--- src/rtl/wbuf_seq.sv ---
// -----------------------------------------------------------------------------
// wbuf_seq -- W_buffer burst sequencer
//
// Purpose:
//   Walks a job of cfg_num_tiles tiles through the W_buffer.  Each tile is one
//   burst of ARRAY_N cycles with wb_on=1 at a fixed base address.  Between
//   tiles the sequencer waits (at least one cycle) for array_ready.  The base
//   address advances by cfg_stride per tile and wraps modulo 2^ADDR_WIDTH.
//   A job with zero tiles or zero columns completes immediately with a single
//   done pulse and no burst.  abort ends a job from any state.
//
// Ports:
//   clk            in   sole clock, rising edge
//   reset          in   synchronous, active-low
//   start          in   one-cycle job request, sampled only in IDLE
//   abort          in   terminate the current job (priority over everything)
//   cfg_mode       in   W_buffer mode for the whole job
//   cfg_base_addr  in   start address of tile 0
//   cfg_stride     in   address increment between tiles
//   cfg_num_tiles  in   number of tiles in the job
//   cfg_num_cols   in   active columns per tile (clamped to ARRAY_M)
//   array_ready    in   array can accept the next tile
//   wb_mode        out  W_buffer mode
//   wb_on          out  W_buffer on (high for the ARRAY_N cycles of a burst)
//   wb_base_addr   out  W_buffer base address of the current tile
//   wb_num_cols    out  W_buffer active column count
//   busy           out  high in every state other than IDLE
//   done           out  one-cycle completion pulse
//   tile_idx       out  index of the tile loading or last loaded
//
// All outputs are registers; every one is derived from the next-state values
// computed in a single combinational block.
// -----------------------------------------------------------------------------

// Property checker for the sequencer outputs; holds no design logic.
module wbuf_seq_chk #(
   parameter int ADDR_WIDTH = 8,
   parameter int ARRAY_M    = 8
) (
   input logic                      clk,
   input logic                      reset,
   input logic                      abort,
   input logic                      wb_mode,
   input logic                      wb_on,
   input logic [ADDR_WIDTH-1:0]     wb_base_addr,
   input logic [$clog2(ARRAY_M):0]  wb_num_cols,
   input logic                      busy,
   input logic                      done
);

   localparam int CW = $clog2(ARRAY_M) + 1;

   // done and a burst never overlap
   a_done_not_on: assert property (@(posedge clk) disable iff (!reset)
      done |-> !wb_on);

   // a burst only happens inside a job
   a_on_busy: assert property (@(posedge clk) disable iff (!reset)
      wb_on |-> busy);

   // done is a single-cycle pulse
   a_done_pulse: assert property (@(posedge clk) disable iff (!reset)
      done |=> !done);

   // burst attributes stay fixed while a burst is running
   a_burst_stable: assert property (@(posedge clk) disable iff (!reset)
      (wb_on && $past(wb_on)) |->
         ($stable(wb_base_addr) && $stable(wb_num_cols) && $stable(wb_mode)));

   // column count never exceeds the array width
   a_cols_clamped: assert property (@(posedge clk) disable iff (!reset)
      wb_num_cols <= CW'(ARRAY_M));

   // abort during a job always lands in IDLE without completion
   a_abort_idle: assert property (@(posedge clk) disable iff (!reset)
      (abort && busy) |=> (!busy && !done && !wb_on));

endmodule

module wbuf_seq #(
   parameter int RAM_SIZE   = 256,
   parameter int ADDR_WIDTH = $clog2(RAM_SIZE),
   parameter int ARRAY_N    = 8,
   parameter int ARRAY_M    = 8,
   parameter int TILE_WIDTH = 8
) (
   input  logic                      clk,
   input  logic                      reset,
   input  logic                      start,
   input  logic                      abort,
   input  logic                      cfg_mode,
   input  logic [ADDR_WIDTH-1:0]     cfg_base_addr,
   input  logic [ADDR_WIDTH-1:0]     cfg_stride,
   input  logic [TILE_WIDTH-1:0]     cfg_num_tiles,
   input  logic [$clog2(ARRAY_M):0]  cfg_num_cols,
   input  logic                      array_ready,
   output logic                      wb_mode,
   output logic                      wb_on,
   output logic [ADDR_WIDTH-1:0]     wb_base_addr,
   output logic [$clog2(ARRAY_M):0]  wb_num_cols,
   output logic                      busy,
   output logic                      done,
   output logic [TILE_WIDTH-1:0]     tile_idx
);

   localparam int CW     = $clog2(ARRAY_M) + 1;
   localparam int BEAT_W = (ARRAY_N > 1) ? $clog2(ARRAY_N) : 1;

   localparam logic [BEAT_W-1:0] BEAT_LAST = BEAT_W'(ARRAY_N - 1);

   localparam logic [1:0] ST_IDLE = 2'd0;
   localparam logic [1:0] ST_LOAD = 2'd1;
   localparam logic [1:0] ST_WAIT = 2'd2;
   localparam logic [1:0] ST_FIN  = 2'd3;

   // Column count requested beyond the array width is limited to the width.
   function automatic logic [CW-1:0] clamp_cols(input logic [CW-1:0] cols);
      logic [CW-1:0] res;
      if (cols > CW'(ARRAY_M)) begin
         res = CW'(ARRAY_M);
      end else begin
         res = cols;
      end
      return res;
   endfunction

   // ---------------------------------------------------------------------
   // Registers
   // ---------------------------------------------------------------------
   logic [1:0]            state_r;
   logic [BEAT_W-1:0]     beat_r;
   logic [ADDR_WIDTH-1:0] stride_r;
   logic [TILE_WIDTH-1:0] num_tiles_r;

   // ---------------------------------------------------------------------
   // Next-state values
   // ---------------------------------------------------------------------
   logic [1:0]            state_s;
   logic [BEAT_W-1:0]     beat_s;
   logic [ADDR_WIDTH-1:0] stride_s;
   logic [TILE_WIDTH-1:0] num_tiles_s;
   logic [TILE_WIDTH-1:0] tile_idx_s;
   logic [ADDR_WIDTH-1:0] base_addr_s;
   logic                  mode_s;
   logic [CW-1:0]         num_cols_s;
   logic                  degenerate_s;
   logic                  last_beat_s;
   logic                  last_tile_s;

   // Job decode helpers used by the transition logic.
   always_comb begin
      degenerate_s = (cfg_num_tiles == TILE_WIDTH'(0)) || (cfg_num_cols == CW'(0));
      last_beat_s  = (beat_r == BEAT_LAST);
      // num_tiles_r is at least 1 whenever a burst is running
      last_tile_s  = (tile_idx == (num_tiles_r - TILE_WIDTH'(1)));
   end

   // State transitions and next values of the job registers.
   always_comb begin
      state_s     = state_r;
      beat_s      = beat_r;
      stride_s    = stride_r;
      num_tiles_s = num_tiles_r;
      tile_idx_s  = tile_idx;
      base_addr_s = wb_base_addr;
      mode_s      = wb_mode;
      num_cols_s  = wb_num_cols;

      case (state_r)
         ST_IDLE: begin
            // abort wins over a simultaneous start
            if (start && !abort) begin
               stride_s    = cfg_stride;
               num_tiles_s = cfg_num_tiles;
               if (degenerate_s) begin
                  // nothing to load: W_buffer attributes keep their old values
                  state_s = ST_FIN;
               end else begin
                  state_s     = ST_LOAD;
                  beat_s      = BEAT_W'(0);
                  tile_idx_s  = TILE_WIDTH'(0);
                  base_addr_s = cfg_base_addr;
                  mode_s      = cfg_mode;
                  num_cols_s  = clamp_cols(cfg_num_cols);
               end
            end else begin
               state_s = ST_IDLE;
            end
         end

         ST_LOAD: begin
            if (abort) begin
               state_s = ST_IDLE;
            end else if (last_beat_s) begin
               if (last_tile_s) begin
                  state_s = ST_FIN;
               end else begin
                  state_s = ST_WAIT;
               end
            end else begin
               beat_s = beat_r + BEAT_W'(1);
            end
         end

         ST_WAIT: begin
            if (abort) begin
               state_s = ST_IDLE;
            end else if (array_ready) begin
               state_s     = ST_LOAD;
               beat_s      = BEAT_W'(0);
               tile_idx_s  = tile_idx + TILE_WIDTH'(1);
               // address wraps silently at the top of the buffer
               base_addr_s = wb_base_addr + stride_r;
            end else begin
               state_s = ST_WAIT;
            end
         end

         ST_FIN: begin
            state_s = ST_IDLE;
         end

         default: begin
            state_s = ST_IDLE;
         end
      endcase
   end

   // State, job registers and registered outputs.
   always_ff @(posedge clk) begin
      if (!reset) begin
         state_r      <= ST_IDLE;
         beat_r       <= BEAT_W'(0);
         stride_r     <= ADDR_WIDTH'(0);
         num_tiles_r  <= TILE_WIDTH'(0);
         tile_idx     <= TILE_WIDTH'(0);
         wb_base_addr <= ADDR_WIDTH'(0);
         wb_mode      <= 1'b0;
         wb_num_cols  <= CW'(0);
         wb_on        <= 1'b0;
         busy         <= 1'b0;
         done         <= 1'b0;
      end else begin
         state_r      <= state_s;
         beat_r       <= beat_s;
         stride_r     <= stride_s;
         num_tiles_r  <= num_tiles_s;
         tile_idx     <= tile_idx_s;
         wb_base_addr <= base_addr_s;
         wb_mode      <= mode_s;
         wb_num_cols  <= num_cols_s;
         // status outputs reflect the state being entered
         wb_on        <= (state_s == ST_LOAD);
         busy         <= (state_s != ST_IDLE);
         done         <= (state_s == ST_FIN);
      end
   end

   wbuf_seq_chk #(
      .ADDR_WIDTH (ADDR_WIDTH),
      .ARRAY_M    (ARRAY_M)
   ) u_chk (
      .clk          (clk),
      .reset        (reset),
      .abort        (abort),
      .wb_mode      (wb_mode),
      .wb_on        (wb_on),
      .wb_base_addr (wb_base_addr),
      .wb_num_cols  (wb_num_cols),
      .busy         (busy),
      .done         (done)
   );

endmodule

--- config.mk ---
export PLATFORM = sky130hd
export DESIGN_NAME = wbuf_seq
export DESIGN_NICKNAME = d
export VERILOG_FILES = /design/src/rtl/wbuf_seq.sv
export SDC_FILE = /design/constraint.sdc
export NUM_CORES = 1
export LEC_CHECK = 0
export CORE_ASPECT_RATIO = 1.75
export CORE_UTILIZATION = 49
export DETAILED_ROUTE_END_ITERATION = 8
export GPL_TIMING_DRIVEN = 0
export MAX_ROUTING_LAYER = met4
export PLACE_DENSITY = 0.86
export SETUP_SLACK_MARGIN = 0.3
export SLEW_MARGIN = 0
export SYNTH_ARGS = -nofsm -noshare
export SYNTH_HDL_FRONTEND = slang
export SYNTH_SLANG_ARGS = --single-unit
--- constraint.sdc ---
create_clock -name clk -period 2.6 [get_ports clk]
set_clock_uncertainty 0.2 [all_clocks]
set_input_delay 0.39 -clock clk [delete_from_list [all_inputs] [get_ports clk]]
set_output_delay 0.39 -clock clk [all_outputs]
set_load 0.01 [all_outputs]
==> metrics.csv, run 1 <==
stage,metric,value,unit
cts,H-tree levels,2,
timing,final setup vio count,0,
yosys,"Primary FF master, synth",sky130_fd_sc_hd__dfxtp_1,
yosys,syn_area_per_cell,8.14,um2
cts,clock tree sinks,45,
drt,number of detailed-routing iterations run before antenna repair,4,
grt,met1 track utilization from global routing,26.9,%
die,tap cells,52,
run,number of warning messages in the logs,28,
timing,final critical-path setup slack,0.312,ns
drt,remaining routing DRC violations,0,
grt,via count of the first global-routing pass,2285,
drt,top sig layer,met4,
layout,"non-filler cells, final",416,
power_and_ir_drop,combinational fraction of design power,19.7,%
status,result of the run,"complete, no violations",
grt,most used routing layer,met2,
critical_path,crit path DRT,2.63,ns
yosys,portion of synthesized cell area occupied by the leading cell type,37.5,%
layout,number of inverters outside the clock class in the layout,10,
yosys,number of distinct library cells after synthesis,48,
yosys,library cell occupying the most area in the post-synthesis netlist,sky130_fd_sc_hd__dfxtp_1,
timing,achievable frequency,0.437,GHz
drt,WL met2,3.38,mm
grt,pin count of the biggest net entering global routing,13,
critical_path,Worst R2R Setup Slack,0.43,ns
placement,Cells after DPL,404,
timing,max-slew headroom at the worst pin,63.8,%
power_and_ir_drop,Combinational Power,0.000285,W
critical_path,maximum fanout along the worst path,4,
yosys,register bit count reported by yosys,45,
timing,pin slew with the least headroom to its limit,0.543,ns
placement,dpl ws,-0.216,ns
yosys,"top cells by area, synth","sky130_fd_sc_hd__dfxtp_1 38%, sky130_fd_sc_hd__nand2_1 8.0%, sky130_fd_sc_hd__a21oi_1 6.9%, sky130_fd_sc_hd__ha_1 5.7%, sky130_fd_sc_hd__xnor2_1 4.0%",
die,number of ports placed on the die boundary,58,
critical_path,"Data arrival, critical path",2.32,ns
placement,HPWL Detailed,4.64,mm
layout,flip-flops,45,
grt,GR Util met3,5.64,%
timing,number of slew-limit violations in the final report,0,
critical_path,endpoint of the lowest-slack register-to-register path,wb_base_addr[6],
die,num rows,33,
critical_path,worst setup path end,tile_idx[7],
layout,area occupied by multi-input gates,1450,um2
power_and_ir_drop,fraction of power spent switching nets,27.1,%
die,Die X-Extent,54.9,um
grt,GR Overflow Total,0,
cts,post-CTS repair timing setup buffer count,1,
layout,filler cell count,391,
timing,setup repair after global routing missed its margin,true,
timing,number of failing hold endpoints at the final stage,0,
power_and_ir_drop,Final Power,0.00145,W
yosys,number of nets at floorplan,341,
placement,RePlAce Congestion,0.902,
cts,root buf cell,sky130_fd_sc_hd__clkbuf_8,
yosys,most numerous cell types in the synthesized netlist,"51 x sky130_fd_sc_hd__nand2_1, 45 x sky130_fd_sc_hd__dfxtp_1, 33 x sky130_fd_sc_hd__a21oi_1, 22 x sky130_fd_sc_hd__nor2_1, 16 x sky130_fd_sc_hd__o21ai_0",
run 1: critical path: stages:
cell,delay [ns]
sky130_fd_sc_hd__clkdlybuf4s50_1,0.42
sky130_fd_sc_hd__or4_4,0.60
sky130_fd_sc_hd__o211ai_4,0.26
sky130_fd_sc_hd__nand2_4,0.09
sky130_fd_sc_hd__or4_1,0.47
sky130_fd_sc_hd__o21ai_1,0.09
run 1: cell families after synthesis:
group / share of synthesized area, %
simple gates: 23.1
compound gates: 20.2
flops: 37.5
buf+inv: 3.75
xor+xnor: 7.66
fa+ha+maj: 6.56
mux: 1.25
run 1: registers in the layout, indices dropped and copies added, names as in the netlist:
name and flops:
num_tiles_r 8, wb_mode 1, wb_base_addr 8, state_r 2
busy 1, wb_num_cols 4, tile_idx 8, stride_r 8
beat_r 3, done 1, wb_on 1
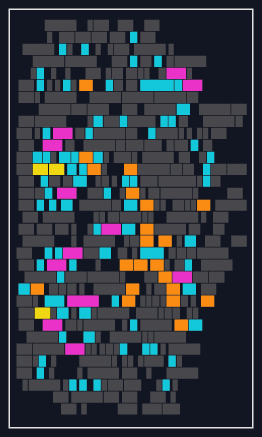
(run_1/gate_families.png)
Magenta is adder and majority cells, cells 12, most used ha_1. Cyan is inverting AOI/OAI gates, cells 71, most used a21oi_1, where spread over the die. Orange is XOR/XNOR gates, cells 21, most used xnor2_1. Yellow is multiplexers, cells 3, most used mux2i_1.

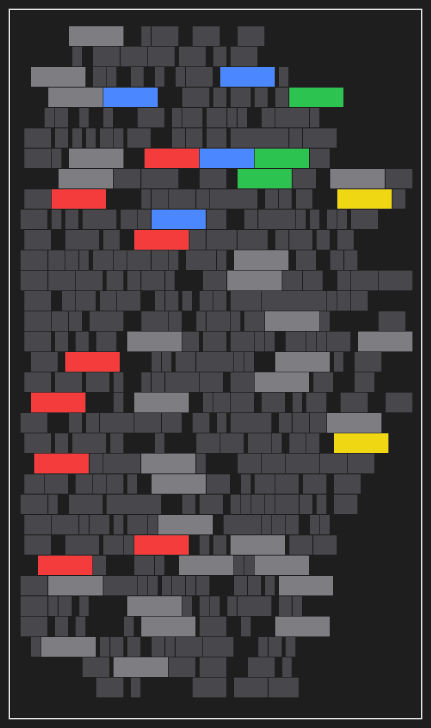
(run_1/registers.png)
Other sequential cells in the stronger gray, the rest of the logic in the fainter gray.
Yellow is state_r, sequential cells 2. Green is beat_r, sequential cells 3. Blue is wb_num_cols, sequential cells 4, where north. Red is wb_base_addr, sequential cells 8.
Another 28 sequential cells are not colored.

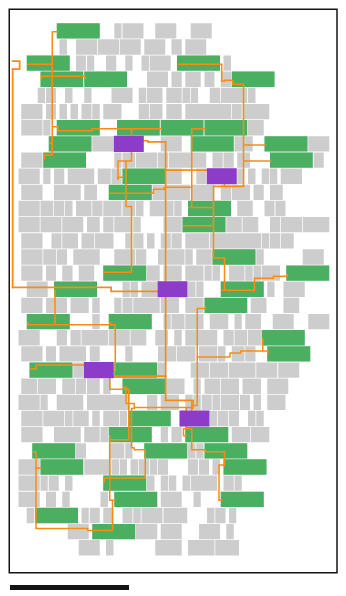
(run_1/clock_map.png)
Scale bar: 20 um.
Green is flip-flops, count 45. Purple is cells driving clock nets, count 5. Orange is clock wires, length 579 um.
There are 6 routed clock nets.
Clk pwr share: 29.3%
Clock Power: 0.000425 W
Late-Pin Clk Latency: 0.30 ns

==> run 1 -> run 2 <==
--- a/config.mk
+++ b/config.mk
@@ -11,8 +11,8 @@
 export GPL_TIMING_DRIVEN = 0
 export MAX_ROUTING_LAYER = met4
 export PLACE_DENSITY = 0.86
+export RECOVER_POWER = 50
 export SETUP_SLACK_MARGIN = 0.3
-export SLEW_MARGIN = 0
 export SYNTH_ARGS = -nofsm -noshare
 export SYNTH_HDL_FRONTEND = slang
 export SYNTH_SLANG_ARGS = --single-unit
==> run 2 against run 1 <==
Net effect:
- register-to-register slack about the same
- highest routed layer unchanged
- critical path depth unchanged
- clock power is essentially flat
- die area unchanged
- via count decreased by 1.0%
- non-clock buffer count did not move
- worst setup slack got worse by 0.11 ns
- sequential power hardly changed
- count of clock-buffer cells in the layout unchanged
==> metrics.csv, run 2 <==
stage,metric,value,unit,change
status,result of the run,"complete, no violations",,
timing,max-slew headroom at the worst pin,63.7,%,about the same
timing,pin slew with the least headroom to its limit,0.544,ns,+0.000394 ns
placement,HPWL Detailed,4.64,mm,unchanged
yosys,library cell occupying the most area in the post-synthesis netlist,sky130_fd_sc_hd__dfxtp_1,,
die,number of ports placed on the die boundary,58,,unchanged
timing,setup repair after global routing missed its margin,true,,
cts,clock tree sinks,45,,unchanged
grt,met1 track utilization from global routing,26.9,%,unchanged
placement,RePlAce Congestion,0.902,,unchanged
timing,final setup vio count,0,,unchanged
yosys,adder-cell area share of the yosys netlist,6.56,%,unchanged
power_and_ir_drop,fraction of power spent switching nets,27.2,%,+0.071 points
yosys,"top cells by area, synth","sky130_fd_sc_hd__dfxtp_1 38%, sky130_fd_sc_hd__nand2_1 8.0%, sky130_fd_sc_hd__a21oi_1 6.9%, sky130_fd_sc_hd__ha_1 5.7%, sky130_fd_sc_hd__xnor2_1 4.0%",,
placement,Cells after DPL,404,,unchanged
yosys,Compound-Gate Fraction of Synth Area,20.2,%,unchanged
yosys,register bit count reported by yosys,45,,unchanged
run,number of warning messages in the logs,28,,unchanged
cts,post-CTS repair timing setup buffer count,1,,unchanged
yosys,number of nets at floorplan,341,,unchanged
layout,"non-filler cells, final",416,,unchanged
yosys,dominant combinational cell family by area after synthesis,simple AND/OR/NAND/NOR gates,,
yosys,portion of synthesized cell area occupied by the leading cell type,37.5,%,unchanged
grt,GR Util met3,5.64,%,unchanged
power_and_ir_drop,Clk pwr share,29.5,%,+0.2 points
drt,top sig layer,met4,,
cts,H-tree levels,2,,unchanged
yosys,number of distinct library cells after synthesis,48,,unchanged
yosys,"XOR Share, Synth",7.66,%,unchanged
critical_path,maximum fanout along the worst path,4,,unchanged
critical_path,worst setup path end,tile_idx[7],,
power_and_ir_drop,Final Power,0.00144,W,-0.44%
grt,most used routing layer,met2,,
yosys,Post-Synth Simple-Gate Area,23.1,%,unchanged
yosys,portion of netlist area occupied by mux cells,1.25,%,unchanged
critical_path,"Data arrival, critical path",2.43,ns,+0.11 ns
drt,number of detailed-routing iterations run before antenna repair,4,,unchanged
timing,number of failing hold endpoints at the final stage,0,,unchanged
power_and_ir_drop,combinational fraction of design power,19.4,%,-0.3 points
placement,dpl ws,-0.216,ns,unchanged
yosys,most numerous cell types in the synthesized netlist,"51 x sky130_fd_sc_hd__nand2_1, 45 x sky130_fd_sc_hd__dfxtp_1, 33 x sky130_fd_sc_hd__a21oi_1, 22 x sky130_fd_sc_hd__nor2_1, 16 x sky130_fd_sc_hd__o21ai_0",,
yosys,"Primary FF master, synth",sky130_fd_sc_hd__dfxtp_1,,
cts,root buf cell,sky130_fd_sc_hd__clkbuf_8,,
critical_path,crit path DRT,2.63,ns,about the same
yosys,syn_area_per_cell,8.14,um2,unchanged
grt,GR Overflow Total,0,,unchanged
timing,final critical-path setup slack,0.203,ns,-0.109 ns
==> run 2: cell counts after synthesis <==
Identical to the previous run, type by type.
==> run 2: worst max-delay path, stage by stage <==
cell	delay [ns]
sky130_fd_sc_hd__clkdlybuf4s50_1	0.41
sky130_fd_sc_hd__or4_1	0.68
sky130_fd_sc_hd__o211ai_4	0.30
sky130_fd_sc_hd__nand2_4	0.09
sky130_fd_sc_hd__or4_1	0.47
sky130_fd_sc_hd__o21ai_1	0.09
==> run 2: area by class of cell <==
| type | count | area, um2 |
|---|---|---|
| Timing Repair Buffer | 61 | 611 |
| Inverter | 10 | 37.5 |
| Clock buffer | 8 | 80.1 |
| Buffer | 12 | 66.3 |
| Fill cell | 390 | 1500 |
| Tap cell | 52 | 65.1 |
| Multi-Input combinational cell | 228 | 1450 |
| Sequential cell | 45 | 901 |
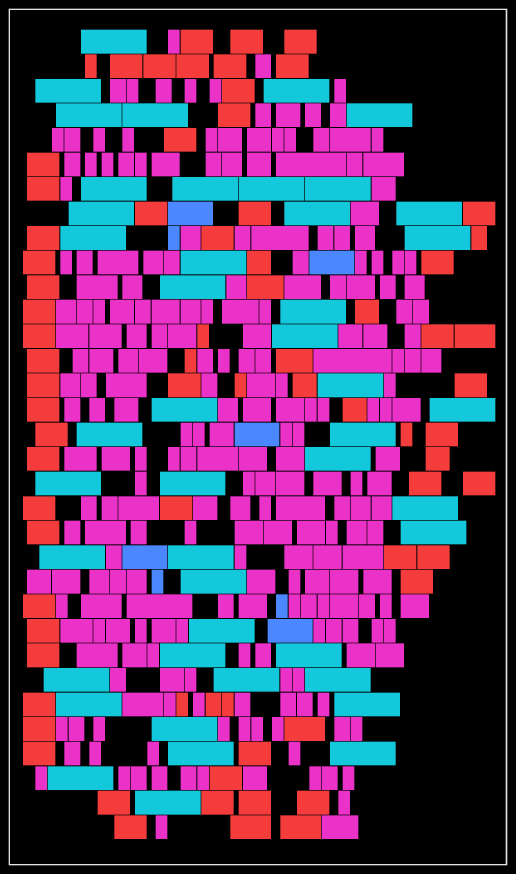
(run_2/cell_classes.png)
Magenta is all other logic, cells 238, share of their area 47%. Red is other buffers and delay cells, cells 73, share of their area 22%. Blue is clock drivers and dummy loads, cells 8, share of their area 2.5%. Cyan is flops, cells 45, share of their area 29%.
sequential share of cell area: 28.1%
fin util: 68.1%
num rows: 33
Finished Cell Area: 3210 um2

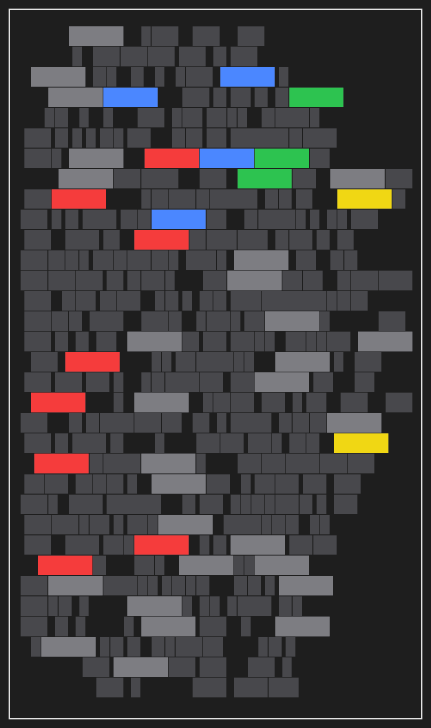
(run_2/registers.png)
Other sequential cells in the stronger gray, the rest of the logic in the fainter gray.
Yellow is state_r, sequential cells 2. Blue is wb_num_cols, sequential cells 4, where north. Red is wb_base_addr, sequential cells 8. Green is beat_r, sequential cells 3.

Power figures rest on the tool's default switching activity, not on a simulated workload.
